`src/rtl/pcm_to_i2s.sv`:
```
// ---------------------------------------------------------------------------
// pcm_to_i2s
//
// I2S master transmitter. Takes stereo PCM pairs through a valid/ready
// handshake with a one-pair holding register. Generates SCK and WS from clk.
// Shifts the samples out MSB first on SD, using the standard I2S one-bit
// delay after each WS edge.
//
// Parameters
//   NUMBER_OF_BITS : PCM sample width per channel
//   SLOT_BITS      : SCK cycles per channel slot; must be >= NUMBER_OF_BITS+1
//   CLK_DIV        : clk cycles per SCK half-period; must be >= 1
//
// Ports
//   clk          in   system clock, all logic on posedge
//   rst_n        in   asynchronous active-low reset
//   enable       in   start/continue framing; stops at a frame boundary when low
//   in_valid     in   in_left/in_right hold a valid pair
//   in_ready     out  holding register empty (registered)
//   in_left      in   left sample, two's complement
//   in_right     in   right sample, two's complement
//   sck          out  I2S bit clock
//   ws           out  word select: 0 = left slot, 1 = right slot
//   sd           out  serial data, changes only on SCK falling edges
//   frame_start  out  1-clk pulse when a new frame (left slot, bit 0) begins
//   underflow    out  1-clk pulse when a frame starts with no pair held
//   state_dbg    out  current FSM state (0 = IDLE, 1 = RUN)
// ---------------------------------------------------------------------------
module pcm_to_i2s #(
    parameter int NUMBER_OF_BITS = 8,
    parameter int SLOT_BITS      = 16,
    parameter int CLK_DIV        = 2
) (
    input  logic                      clk,
    input  logic                      rst_n,
    input  logic                      enable,
    input  logic                      in_valid,
    output logic                      in_ready,
    input  logic [NUMBER_OF_BITS-1:0] in_left,
    input  logic [NUMBER_OF_BITS-1:0] in_right,
    output logic                      sck,
    output logic                      ws,
    output logic                      sd,
    output logic                      frame_start,
    output logic                      underflow,
    output logic                      state_dbg
);

    localparam int DIV_W = (CLK_DIV > 1) ? $clog2(CLK_DIV) : 1;
    localparam int KW    = $clog2(SLOT_BITS);

    localparam logic [DIV_W-1:0] DIV_LAST    = DIV_W'(CLK_DIV - 1);
    localparam logic [KW-1:0]    K_LAST      = KW'(SLOT_BITS - 1);
    localparam logic [KW-1:0]    K_DATA_LAST = KW'(NUMBER_OF_BITS);

    typedef enum logic {
        ST_IDLE = 1'b0,
        ST_RUN  = 1'b1
    } state_e;

    state_e                    state_q, state_d;
    logic [DIV_W-1:0]          div_q, div_d;
    logic                      sck_q, sck_d;
    logic                      ws_q, ws_d;
    logic                      sd_q, sd_d;
    logic                      slot_q, slot_d;       // 0 = left, 1 = right
    logic [KW-1:0]             k_q, k_d;             // bit position within slot
    logic                      started_q, started_d; // at least one frame begun since RUN entry
    logic [NUMBER_OF_BITS-1:0] shift_l_q, shift_l_d;
    logic [NUMBER_OF_BITS-1:0] shift_r_q, shift_r_d;
    logic [NUMBER_OF_BITS-1:0] hold_l_q, hold_l_d;
    logic [NUMBER_OF_BITS-1:0] hold_r_q, hold_r_d;
    logic                      hold_full_q, hold_full_d;
    logic                      in_ready_q, in_ready_d;
    logic                      frame_start_q, frame_start_d;
    logic                      underflow_q, underflow_d;

    logic accept;
    logic at_boundary;

    // Handshake: a pair is taken on any clk edge where in_valid && in_ready.
    // in_ready is a register equal to "holding register empty after this
    // edge". It therefore drops on the accept edge and rises on the edge that
    // moves the pair into the shift registers. Accept and transfer can never
    // coincide, because a transfer needs a full register, and then in_ready is 0.
    assign accept = in_valid && in_ready_q;

    // The next fall event starts a new frame. This holds either on the first
    // fall event after entering RUN, or after the last bit of the right slot.
    assign at_boundary = !started_q || (slot_q && (k_q == K_LAST));

    always_ff @(posedge clk or negedge rst_n) begin
        if (!rst_n) begin
            state_q       <= ST_IDLE;
            div_q         <= '0;
            sck_q         <= 1'b0;
            ws_q          <= 1'b1;
            sd_q          <= 1'b0;
            slot_q        <= 1'b0;
            k_q           <= '0;
            started_q     <= 1'b0;
            shift_l_q     <= '0;
            shift_r_q     <= '0;
            hold_l_q      <= '0;
            hold_r_q      <= '0;
            hold_full_q   <= 1'b0;
            in_ready_q    <= 1'b0;
            frame_start_q <= 1'b0;
            underflow_q   <= 1'b0;
        end else begin
            state_q       <= state_d;
            div_q         <= div_d;
            sck_q         <= sck_d;
            ws_q          <= ws_d;
            sd_q          <= sd_d;
            slot_q        <= slot_d;
            k_q           <= k_d;
            started_q     <= started_d;
            shift_l_q     <= shift_l_d;
            shift_r_q     <= shift_r_d;
            hold_l_q      <= hold_l_d;
            hold_r_q      <= hold_r_d;
            hold_full_q   <= hold_full_d;
            in_ready_q    <= in_ready_d;
            frame_start_q <= frame_start_d;
            underflow_q   <= underflow_d;
        end
    end

    always_comb begin
        state_d       = state_q;
        div_d         = div_q;
        sck_d         = sck_q;
        ws_d          = ws_q;
        sd_d          = sd_q;
        slot_d        = slot_q;
        k_d           = k_q;
        started_d     = started_q;
        shift_l_d     = shift_l_q;
        shift_r_d     = shift_r_q;
        hold_l_d      = hold_l_q;
        hold_r_d      = hold_r_q;
        hold_full_d   = hold_full_q;
        frame_start_d = 1'b0;
        underflow_d   = 1'b0;

        if (accept) begin
            hold_l_d    = in_left;
            hold_r_d    = in_right;
            hold_full_d = 1'b1;
        end

        case (state_q)
            ST_IDLE: begin
                sck_d     = 1'b0;
                ws_d      = 1'b1;
                sd_d      = 1'b0;
                div_d     = '0;
                slot_d    = 1'b0;
                k_d       = '0;
                started_d = 1'b0;
                if (enable) begin
                    state_d = ST_RUN;
                end
            end

            ST_RUN: begin
                if (div_q == DIV_LAST) begin
                    div_d = '0;
                    sck_d = ~sck_q;
                    // sck currently high: this edge is a fall event
                    if (sck_q) begin
                        if (at_boundary) begin
                            if (enable) begin
                                started_d     = 1'b1;
                                slot_d        = 1'b0;
                                k_d           = '0;
                                ws_d          = 1'b0;
                                sd_d          = 1'b0;
                                frame_start_d = 1'b1;
                                if (hold_full_q) begin
                                    shift_l_d   = hold_l_q;
                                    shift_r_d   = hold_r_q;
                                    hold_full_d = 1'b0;
                                end else begin
                                    shift_l_d   = '0;
                                    shift_r_d   = '0;
                                    underflow_d = 1'b1;
                                end
                            end else begin
                                // Frame finished with enable low: park in IDLE
                                state_d   = ST_IDLE;
                                started_d = 1'b0;
                                slot_d    = 1'b0;
                                k_d       = '0;
                                ws_d      = 1'b1;
                                sd_d      = 1'b0;
                            end
                        end else if (k_q == K_LAST) begin
                            // End of the left slot (right-slot end is a boundary)
                            slot_d = 1'b1;
                            k_d    = '0;
                            ws_d   = 1'b1;
                            sd_d   = 1'b0;
                        end else begin
                            k_d = k_q + 1'b1;
                            // New k in 1..NUMBER_OF_BITS carries data, MSB first
                            if (k_q < K_DATA_LAST) begin
                                if (!slot_q) begin
                                    sd_d      = shift_l_q[NUMBER_OF_BITS-1];
                                    shift_l_d = shift_l_q << 1;
                                end else begin
                                    sd_d      = shift_r_q[NUMBER_OF_BITS-1];
                                    shift_r_d = shift_r_q << 1;
                                end
                            end else begin
                                sd_d = 1'b0;
                            end
                        end
                    end
                end else begin
                    div_d = div_q + 1'b1;
                end
            end

            default: begin
                state_d = ST_IDLE;
            end
        endcase

        in_ready_d = !hold_full_d;
    end

    assign in_ready    = in_ready_q;
    assign sck         = sck_q;
    assign ws          = ws_q;
    assign sd          = sd_q;
    assign frame_start = frame_start_q;
    assign underflow   = underflow_q;
    assign state_dbg   = state_q;

endmodule

```
`config.mk`:
```
export PLATFORM = sky130hd
export DESIGN_NAME = pcm_to_i2s
export DESIGN_NICKNAME = d
export VERILOG_FILES = /design/src/rtl/pcm_to_i2s.sv
export SDC_FILE = /design/constraint.sdc
export NUM_CORES = 1
export LEC_CHECK = 0
export CAP_MARGIN = 25
export CORE_ASPECT_RATIO = 0.9
export CORE_MARGIN = 2
export CORE_UTILIZATION = 49
export DETAILED_ROUTE_END_ITERATION = 10
export GPL_TIMING_DRIVEN = 1
export PLACE_DENSITY = 0.82
export SYNTH_ARGS = -nofsm -noshare
export SYNTH_HDL_FRONTEND = slang
export SYNTH_SLANG_ARGS = --single-unit
```
`constraint.sdc`:
```
create_clock -name clk -period 1.75 [get_ports clk]
set_input_delay 0.35 -clock clk [delete_from_list [all_inputs] [get_ports clk]]
set_output_delay 0.35 -clock clk [all_outputs]
set_load 0.01 [all_outputs]
```
run_1/floorplan.png
(6 px per um) Pins as bars on the die edge. Tap cells in grey.
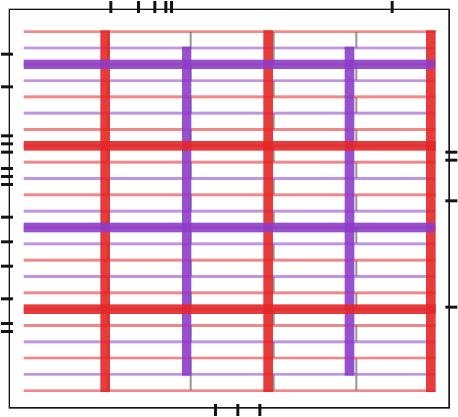
colour	net
red	VSS
purple	VDD
signal pins	27
rows	22
met1 rails	23
tap cells	48
met5 straps	4

run_1/class_map.png
(6 px per um) Fill, decap, tap and diode cells in grey.
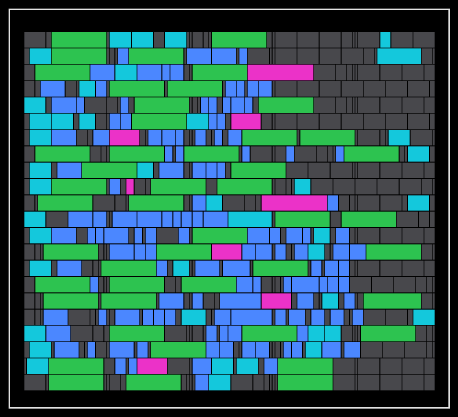
colour	class	cells	share of their area
cyan	remaining buffers and delay cells	41	15%
green	registers	47	46%
magenta	clock drivers and dummy loads	8	5.1%
blue	remaining logic cells	132	34%

==> results.txt, run 1 <==
Quick summary of the implementation run below.

The data arrival time of the critical path came out at 1360 ps. On the critical path, the stage with the largest delay is an instance of sky130_fd_sc_hd__dfstp_2. The total leakage power came out at 1.15 nW. The leading area contributor after synthesis is sky130_fd_sc_hd__dfrtp_1. Per the layout report, the design carries 315 filler cells. The worst setup path is captured at an output pin.

The timing report notes that buffer and inverter cells on the critical path total 1. The largest part of the power goes to sequential cells. The design draws 4.44 mW. Global routing finished with a remaining overflow of 0. The number of placement rows came out at 22. The setup slack of the most critical reg-to-reg path came out at 60 ps. The clock distribution area overhead in the final layout is 5.02%. The class of the most critical hold timing path is in2async.

Counting the buffers created by CTS gives 5. The multiplexer fraction of the synthesized cell area is 13.3%. The number of placed instances, taps included is 267. The launch point of the worst path is ws. The critical path depth in cells came out at 1. The total power density per cell area came out at 1680 nW/um^2. The count of multi-input combinational gates came out at 130. The tightest slew margin relative to the limit is 59.1%. The worst IR drop on VDD is 0.000921 V. The number of antenna violations at the first check in global routing came out at 0. The proportion of register bits with asynchronous set or reset after synthesis came out at 100%. met2 is the most crowded layer. The clock latency of the later-clocked register in the worst-skew pair is 300 ps. The worst-case reg-to-reg path depth came out at 5.

The count of synthesis-stage warnings from yosys is 0. The and-or/or-and share of the synthesized area came out at 10.8%. The pin count of the biggest net entering global routing came out at 48. The count of input and output buffers is 26. The number of maximum-capacitance violations recorded for the run is 0. The number of buffers inserted by hold repair at cts is 0.

The timing report gives the biggest stage delay along the critical path as 540 ps. The xor/xnor share of the synthesized area is 0.416%. The number of detailed-route iterations in the first pass is 4. Sequential power for this build is 1.93 mW.

The hold violation count in the final report is 0. The final antenna diode count came out at 0. The net switching power came out at 1.44 mW. Of the total power, combinational logic draws 35.6%. Looking at the area split, the leading class of cells is sequential cells. The synthesized design contains 47 register bits. The number of buffers on the longest clock path came out at 2.

The commonest register cell is sky130_fd_sc_hd__dfrtp_1. The total tool warning count is 27. The number of buffers inserted to repair setup after CTS came out at 0. Cells fill 64.5% of the core in the end. The post-CTS clock slew at the launch and capture registers of the worst setup and hold paths came out at 90 ps.

The die is 73.1 um wide. The area occupied by multi-input gates came out at 870 sq um. Before CTS, the worst setup slack after placement is -17.0 ps. Setup slack closes at 42.2 ps. Per the detail_route report, DRC violations left total 0.

The main combinational cell family by area after synthesis is simple AND/OR/NAND/NOR gates. Clock tree synthesis selected as its root buffer the cell sky130_fd_sc_hd__clkbuf_8. The switching portion of total power comes to 32.4%. The number of global-route vias before repair is 1547. With fillers left out, the area of the finished cells amounts to 2640 sq um. The all-layer global routing usage is 19.6%. The area of all sequential standard cells came out at 1180 sq um.

The proportion of final cell area spent on non-clock buffers came out at 15.0%. The synthesized netlist devotes 0.595% of its cell area to adder and majority cells. The full die area came out at 4840 sq um.

The clock tree skew after final layout came out at 7.13 ps. The fraction of synthesized cell area taken by the top area cell type came out at 54.7%. The total number of vias came out at 1576.

The detailed-route vias per instance came out at 5.71. STA classifies the critical path startpoint as a register. The number of levels in the clock H-tree came out at 2. Once detail routing completed, the nets flagged for antenna violations numbered 0.

The routed design shows a wire length per standard cell of 14.7 um. The met3 capacity usage during global routing is 5.03%. The pre-placement core utilization is 51.3%.

Sorting the synthesized cells by area gives the leading types as sky130_fd_sc_hd__dfrtp_1, sky130_fd_sc_hd__mux2_2, sky130_fd_sc_hd__nand3_1, sky130_fd_sc_hd__nand2_1, sky130_fd_sc_hd__o21ai_0. The final weighted congestion of routability-driven global placement is 0.765. The routed design uses 143 um of met3 wire.

The count of endpoints failing setup in the final report is 0. Of all nets on the critical path, the largest fanout is 2. The post-synth count of flops with an enable pin is 0. The number of cells in Yosys stat came out at 189. The quantity of gates resized following cts came out at 0. The global-route wire length before repair is 7160 um. The met1 layer wirelength in the final routing came out at 1830 um. The most common cell in the synthesized netlist is sky130_fd_sc_hd__dfrtp_1. The mapped cell area came out at 2100 sq um. The endpoint required time on the critical path came out at 1400 ps. The cell family contributing the most delay on the critical path is flip-flops. OpenROAD reports that the post-layout worst path occupies 97.6% of the period. The chip area from the yosys synthesis statistics came out at 2100 sq um. The post-layout minimum cycle time came out at 1710 ps. Per the detail_route log, the uppermost layer with routed signals is met4. The slew of the pin with the lowest slew margin came out at 614 ps. The number of cells in the finished layout apart from fillers came out at 276.

The met2 capacity usage during global routing is 30.2%. The final number of max-transition violations is 0. The clock network consumes a total of 925 uW. The number of sinks driven by the clock tree is 47. The worst hold slack after final layout came out at 25.6 ps. STA lists the endpoint of the worst register-to-register path as shift_l_q[1]. For reference, the critical path cell chain is clkdlybuf4s50_1. STA lists the startpoint of the worst register-to-register path as k_q[0]. Per the cell usage report, the commonest logic cells after layout are sky130_fd_sc_hd__dfrtp_1, sky130_fd_sc_hd__clkdlybuf4s50_1, sky130_fd_sc_hd__mux2_2. The layout summary lists the proportion of cells stronger than drive strength 1 as 22.8%. Counting distinct cell types in the post-synthesis netlist gives 35. The detailed-routed wire length on met2 is 2010 um. The number of non-clock inverters in the layout is 2. The detailed-placement wirelength estimate is 2800 um. The met1 layer usage reported by global route came out at 26.3%. The commonest cells after synthesis are sky130_fd_sc_hd__dfrtp_1, sky130_fd_sc_hd__mux2_2, sky130_fd_sc_hd__nand2_1. TritonCTS built the clock tree. The total of clock buffers placed in the layout is 6. The power report lists cell-internal power as 3.00 mW. In this run the count of I/O pins placed on the die edge is 27.

The final layout reports a setup TNS of 0 ps. The post-synthesis cell count came out at 189. The worst setup path is of the reg2out kind. Setup repair after global routing could not meet its margin everywhere. Among logic cells in the layout, the one with the most instances is sky130_fd_sc_hd__dfrtp_1. The cell-mix breakdown from Yosys lists the simple-gate area share as 16.2%. Across the whole layout, storage elements make up 44.5% of the cell area.

The initial detailed-routing violation count came out at 57. The signed area change from the synthesized netlist to the final layout is 25.6%. The flow ran to the end, and the final reports show no timing, DRC or antenna violations.

The clock network fraction of design power came out at 20.8%. The aggregate routed wire length came out at 4050 um. The standard cell core area came out at 4100 sq um. The number of buffers outside the clock class in the layout is 41. The share of cell area taken by multi-input logic gates came out at 32.9%. For reference, the critical path is captured by ws.
run_1/clock_wires.png
(4 px per um)
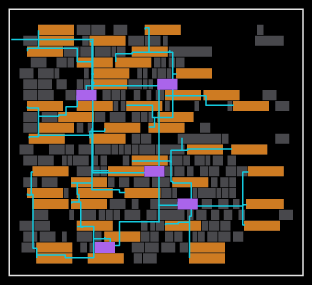
[orange] flip-flops | count: 47
[cyan] clock wires | length: 525 um
[purple] clock-net drivers | count: 5
routed clock nets	6
flops lie	widely spread

run_1/layers.png
(6 px per um)
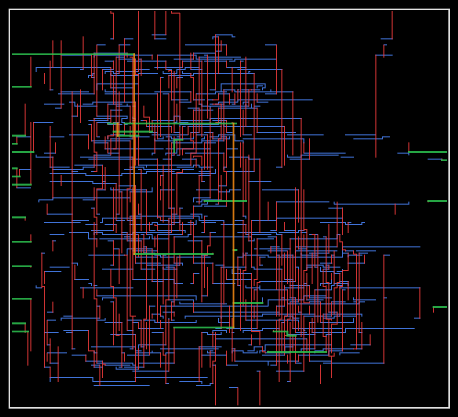
colour	layer	wire length
blue	M1	1830 um
red	M2	2010 um
orange	M4	69.4 um
green	M3	144 um

run_1/congestion_map.png
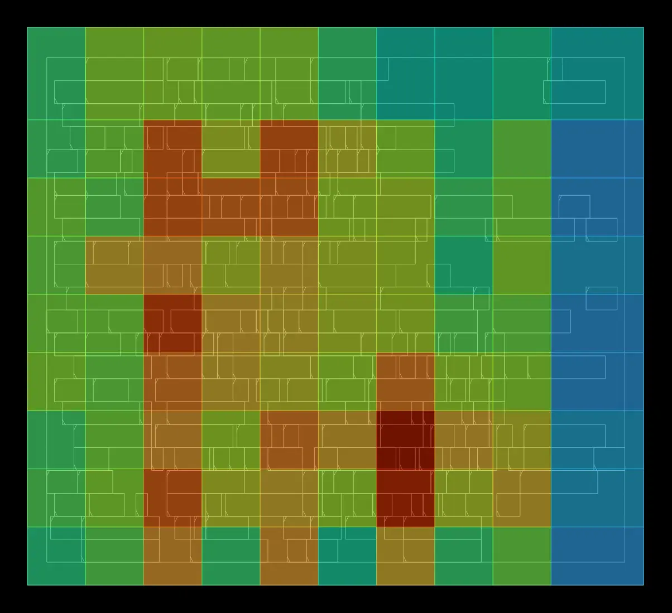

## Run 2: what changed since run 1
--- a/config.mk
+++ b/config.mk
@@ -6,12 +6,12 @@
 export NUM_CORES = 1
 export LEC_CHECK = 0
 export CAP_MARGIN = 25
-export CORE_ASPECT_RATIO = 0.9
 export CORE_MARGIN = 2
 export CORE_UTILIZATION = 49
 export DETAILED_ROUTE_END_ITERATION = 10
 export GPL_TIMING_DRIVEN = 1
 export PLACE_DENSITY = 0.82
+export RECOVER_POWER = 100
 export SYNTH_ARGS = -nofsm -noshare
 export SYNTH_HDL_FRONTEND = slang
 export SYNTH_SLANG_ARGS = --single-unit
run_2/congestion_map.png
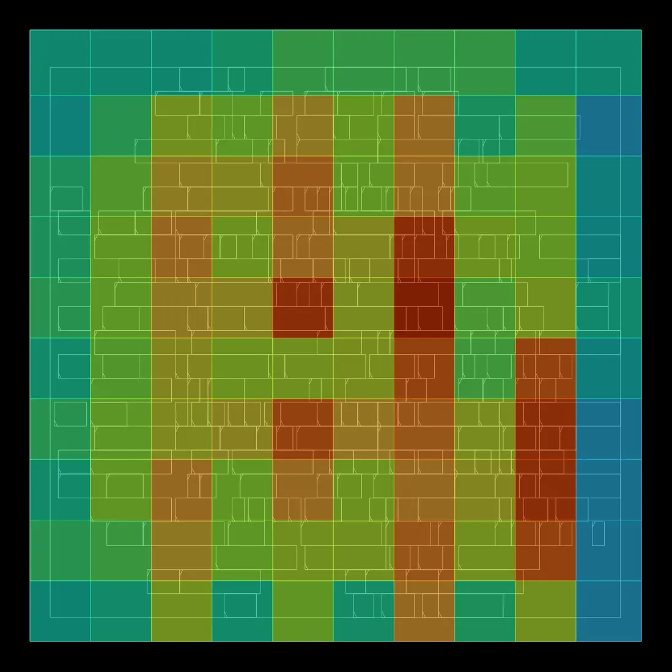
global routing met3 resource utilization: 4.80%
layer with the highest usage after global routing: met2
post-layout util: 64.3%

==> results.txt, run 2 <==
Quick summary of the implementation run below.

The final antenna diode count came out at 0 (unchanged). The number of ports placed on the die boundary is 27 (unchanged). The internal power is 2.75 mW (-8.2%).

The global-route wire length before repair is 6870 um (-4.0%). The full die area is 4840 sq um (about the same). The chip area from the yosys synthesis statistics is 2100 sq um (unchanged). The post-synthesis cell count came out at 189 (unchanged). The hold violation count in the final report was 0 (unchanged). The area of all sequential standard cells is 1180 sq um (unchanged). The final number of max-transition violations came out at 0 (unchanged). The setup total negative slack came to 0 ps (unchanged).

The share of cell area taken by multi-input logic gates is 33.4% (+0.55 points). The most frequent logic cell in the layout is sky130_fd_sc_hd__dfrtp_1. STA classifies the critical path endpoint as an output pin. The signed area change from the synthesized netlist to the final layout is 23.9%.

Looking at the reg2reg group, the worst path ends at shift_l_q[4]. Sorting the synthesized cells by area gives the leading types as sky130_fd_sc_hd__dfrtp_1, sky130_fd_sc_hd__mux2_2, sky130_fd_sc_hd__nand3_1, sky130_fd_sc_hd__nand2_1, sky130_fd_sc_hd__o21ai_0. The number of levels in the clock H-tree came out at 2 (unchanged). TritonCTS built the clock tree. The run finished with clean final reports. The number of cells in the finished layout apart from fillers is 280 (+1.4%). The number of placement rows is 23 (+4.5%).

The clock tree skew after final layout is 8.20 ps (+1.06 ps). The number of synthesized flops with an enable pin came out at 0 (unchanged). The number of flip-flops and latches in the synthesized netlist is 47 (unchanged).

The number of placed instances, taps included came out at 270 (+1.1%). The clock latency of the later-clocked register in the worst-skew pair is 300 ps (about the same). The power after layout is 4.18 mW (-5.9%). The endpoint required time on the critical path came out at 1400 ps (about the same). The proportion of final cell area spent on non-clock buffers is 14.9% (-0.13 points).

The post-layout minimum cycle time is 1710 ps (+4.56 ps). The average wire length per cell after detail routing is 14.5 um (-1.1%). For reference, the critical path cell chain is clkdlybuf4s50_1. The count of multi-input combinational gates came out at 130 (unchanged). The number of buffers outside the clock class in the layout came out at 43 (+4.9%). The number of buffers added by the clock tree synthesis step came to 5 (unchanged).

The adder-cell share of the synthesized area came out at 0.595% (unchanged). The number of buffers on the longest clock path is 2 (unchanged). The number of detailed-route iterations in the first pass came out at 4 (unchanged). The detailed-placement wirelength estimate is 2870 um (+2.6%).

The timing report attributes the biggest portion of critical-path delay to flip-flops. The minimum setup slack after placement came to -35.3 ps (-18.3 ps). The post-route cell area is 2610 sq um (-1.4%). The met2 capacity usage during global routing came out at 29.1% (-1.1 points). The worst-case reg-to-reg path depth came out at 6 (+1). The number of antenna violations at the first check in global routing came to 0 (unchanged). The critical path depth in cells was 1 (unchanged). The number of fill cells is 310 (-1.6%).

The fraction of synthesized cell area taken by the top area cell type is 54.7% (unchanged). The pre-placement core utilization came out at 51.9% (+0.55 points). The number of sinks driven by the clock tree came out at 47 (unchanged). The cell type that accounts for the most area after synthesis is sky130_fd_sc_hd__dfrtp_1. The xor/xnor share of the synthesized area is 0.416% (unchanged). The largest fanout on the critical path was 2 (unchanged).

The count of synthesis-stage warnings from yosys came to 0 (unchanged). The class of the most critical hold timing path is in2async. The final weighted congestion of routability-driven global placement was 0.779 (+1.9%). The number of buffers inserted to repair setup after CTS is 0 (unchanged). The total tool warning count came to 26 (-3.7%). The tightest slew margin relative to the limit came out at 20.1% (-39 points). Per STA, the endpoint of the critical path is ws. The part of the cycle the worst path needs was 97.9% (+0.26 points). The basic-gate share of the synthesized area counting and, or, nand and nor cells came out at 16.2% (unchanged). The proportion of register bits with asynchronous set or reset after synthesis came to 100% (unchanged).

The power dissipated in sequential cells is 1.92 mW (about the same). The tally of max-capacitance violations is 0 (unchanged). The fraction of layout cells with a size suffix above 1 came out at 22.2% (-0.63 points). The number of antenna-violating nets in the routed design came out at 0 (unchanged). The dominant kind of cell by area is sequential cells.

The count of buffering cells on the critical path with inverters included is 1 (unchanged). The clock group power came to 703 uW (-24%). The data arrival time of the critical path is 1360 ps (about the same). The total number of vias is 1534 (-2.7%). The setup slack of the most critical reg-to-reg path came to 80 ps (+20 ps).

Per the detail_route log, the uppermost layer with routed signals is met4. The clock network fraction of design power is 16.8% (-4.0 points). The biggest slice of the total power is consumed by sequential cells. The met1 layer wirelength in the final routing came out at 1820 um (-0.22%). The remaining global-route overflow came out at 0 (unchanged). The commonest cells after synthesis are sky130_fd_sc_hd__dfrtp_1, sky130_fd_sc_hd__mux2_2, sky130_fd_sc_hd__nand2_1. The class of the most critical setup path is reg2out.

The clock distribution area overhead in the final layout was 3.84% (-1.2 points). The count of endpoints failing setup in the final report came out at 0 (unchanged). The kind of start point of the critical path is a register. The biggest cell delay along the critical path is 540 ps (about the same).

The number of unique standard cell types used by synthesis was 35 (unchanged). According to the timing report, the critical path is launched from ws. The number of buffers inserted by hold repair at cts is 0 (unchanged). The cell type of the slowest stage on the worst timing path is sky130_fd_sc_hd__dfstp_2.

The met1 layer usage reported by global route came out at 24.0% (-2.3 points).
run_2/clock_wires.png
(6 px per um)
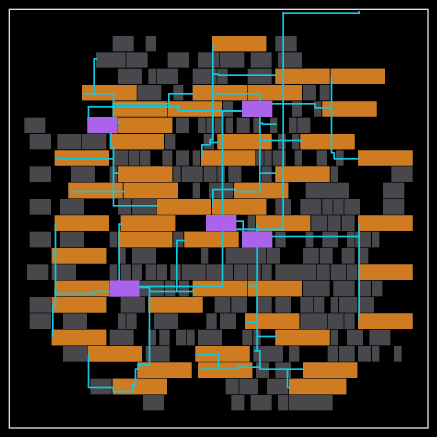

## Run 3: what changed since run 2
--- a/config.mk
+++ b/config.mk
@@ -6,7 +6,7 @@
 export NUM_CORES = 1
 export LEC_CHECK = 0
 export CAP_MARGIN = 25
-export CORE_MARGIN = 2
+export CORE_MARGIN = 5
 export CORE_UTILIZATION = 49
 export DETAILED_ROUTE_END_ITERATION = 10
 export GPL_TIMING_DRIVEN = 1
run_3/clock_wires.png
(4 px per um)
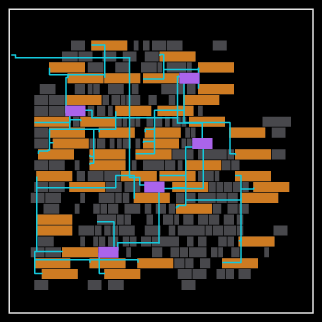
[orange] flip-flops | count: 47
[purple] clock-net drivers | count: 5
[cyan] clock wires | length: 562 um
routed clock nets	6
flops lie	widely spread

==> results.txt, run 3 <==
Quick summary of the implementation run below.

Per the GRT log, the top usage layer is met2. The total number of vias is 1518 (-1.0%). The average wire length per cell after detail routing came out at 15.5 um (+6.8%). The clock group power came out at 723 uW (+2.8%).

The tightest slew margin relative to the limit was 25.0% (+4.9 points). The category of cells accounting for the largest share of critical-path delay is flip-flops. The number of antenna-violating nets in the routed design is 0 (unchanged).

The detailed-placement wirelength estimate is 3110 um (+8.5%). The number of levels in the clock H-tree came out at 2 (unchanged). The tally of max-capacitance violations came to 0 (unchanged). The internal power came to 2.77 mW (+0.53%).

The number of buffers inserted by hold repair at cts came out at 0 (unchanged). The number of placed instances, taps included came out at 267 (-1.1%). The clock network fraction of design power is 17.1% (+0.3 points).

Looking at the critical path, the single cell with the biggest stage delay is sky130_fd_sc_hd__dfrtp_1. The data arrival time of the critical path came out at 1910 ps (+550 ps). The number of flip-flops and latches in the synthesized netlist is 47 (unchanged). The count of buffering cells on the critical path with inverters included came out at 0 (-1). The clock tree skew after final layout came out at 6.26 ps (-1.94 ps). The proportion of register bits with asynchronous set or reset after synthesis was 100% (unchanged). The number of ports placed on the die boundary is 27 (unchanged). The launch point of the worst path is k_q[0].

The cell sequence reported for the critical path is ha_1, nand4_1, a21boi_4, o21bai_4, mux2_2. The number of fill cells is 326 (+5.2%). Looking at the area split, the leading class of cells is sequential cells. The met1 layer usage reported by global route came out at 22.3% (-1.7 points). The adder-cell share of the synthesized area came out at 0.595% (unchanged). The number of detailed-route iterations in the first pass came out at 4 (unchanged). The type recorded for the worst min-delay path is in2async. The power after layout is 4.24 mW (+1.3%). The number of buffers added by the clock tree synthesis step was 5 (unchanged).

The xor/xnor share of the synthesized area is 0.416% (unchanged). The proportion of power drawn by flip-flops and latches is 45.7%. The count of endpoints failing setup in the final report is 0 (unchanged). The number of synthesized flops with an enable pin came out at 0 (unchanged). The setup total negative slack is 0 ps (unchanged). The worst-case reg-to-reg path depth is 5 (-1). The area of all sequential standard cells came to 1180 sq um (unchanged).

The CTS tree is built. The fraction of layout cells with a size suffix above 1 was 23.2% (+1.1 points). The total tool warning count came out at 27 (+3.8%). The top contributor to total power is sequential cells.

The number of buffers inserted to repair setup after CTS is 0 (unchanged). The part of the cycle the worst path needs is 97.9% (about the same). The count of synthesis-stage warnings from yosys is 0 (unchanged). The met1 layer wirelength in the final routing is 1880 um (+3.3%). The number of buffers on the longest clock path came to 2 (unchanged). The count of multi-input combinational gates is 130 (unchanged). The utilization after layout is 64.2% (about the same). The fraction of synthesized cell area taken by the top area cell type is 54.7% (unchanged). The minimum setup slack after placement is -23.1 ps (+12.3 ps). The largest fanout on the critical path is 8 (+6). Summed over all instances, the cell type with the most area after synthesis is sky130_fd_sc_hd__dfrtp_1. The endpoint required time on the critical path is 1940 ps (+540 ps). The number of placement rows came out at 23 (unchanged). OpenSTA lists the critical path endpoint as shift_l_q[6]. The number of sinks driven by the clock tree is 47 (unchanged). The kind of start point of the critical path is a register. The chip area from the yosys synthesis statistics came out at 2100 sq um (unchanged).

The basic-gate share of the synthesized area counting and, or, nand and nor cells is 16.2% (unchanged). By count the netlist is led by sky130_fd_sc_hd__dfrtp_1, sky130_fd_sc_hd__mux2_2, sky130_fd_sc_hd__nand2_1. The number of unique standard cell types used by synthesis came out at 35 (unchanged).

The aggregate routed wire length is 4310 um. The share of cell area taken by multi-input logic gates is 33.4% (-0.064 points). The full die area came out at 5710 sq um (+18%).

The most frequent logic cell in the layout is sky130_fd_sc_hd__dfrtp_1. In the post-synthesis netlist, the biggest area contributors are sky130_fd_sc_hd__dfrtp_1, sky130_fd_sc_hd__mux2_2, sky130_fd_sc_hd__nand3_1, sky130_fd_sc_hd__nand2_1, sky130_fd_sc_hd__o21ai_0. Per the timing report, the most critical flop-to-flop path finishes at shift_l_q[6].

The remaining global-route overflow was 0 (unchanged). The number of buffers outside the clock class in the layout is 41 (-4.7%). The met2 capacity usage during global routing is 26.7% (-2.4 points). The proportion of final cell area spent on non-clock buffers is 15.1% (+0.24 points). The biggest cell delay along the critical path came out at 390 ps (-150 ps).

The signed area change from the synthesized netlist to the final layout is 24.7%. Signal routing reaches up to met4. The clock latency of the later-clocked register in the worst-skew pair is 310 ps (about the same).

The critical path depth in cells is 5 (+4). The run finished with clean final reports.
Power figures rest on the tool's default switching activity, not on a simulated workload.
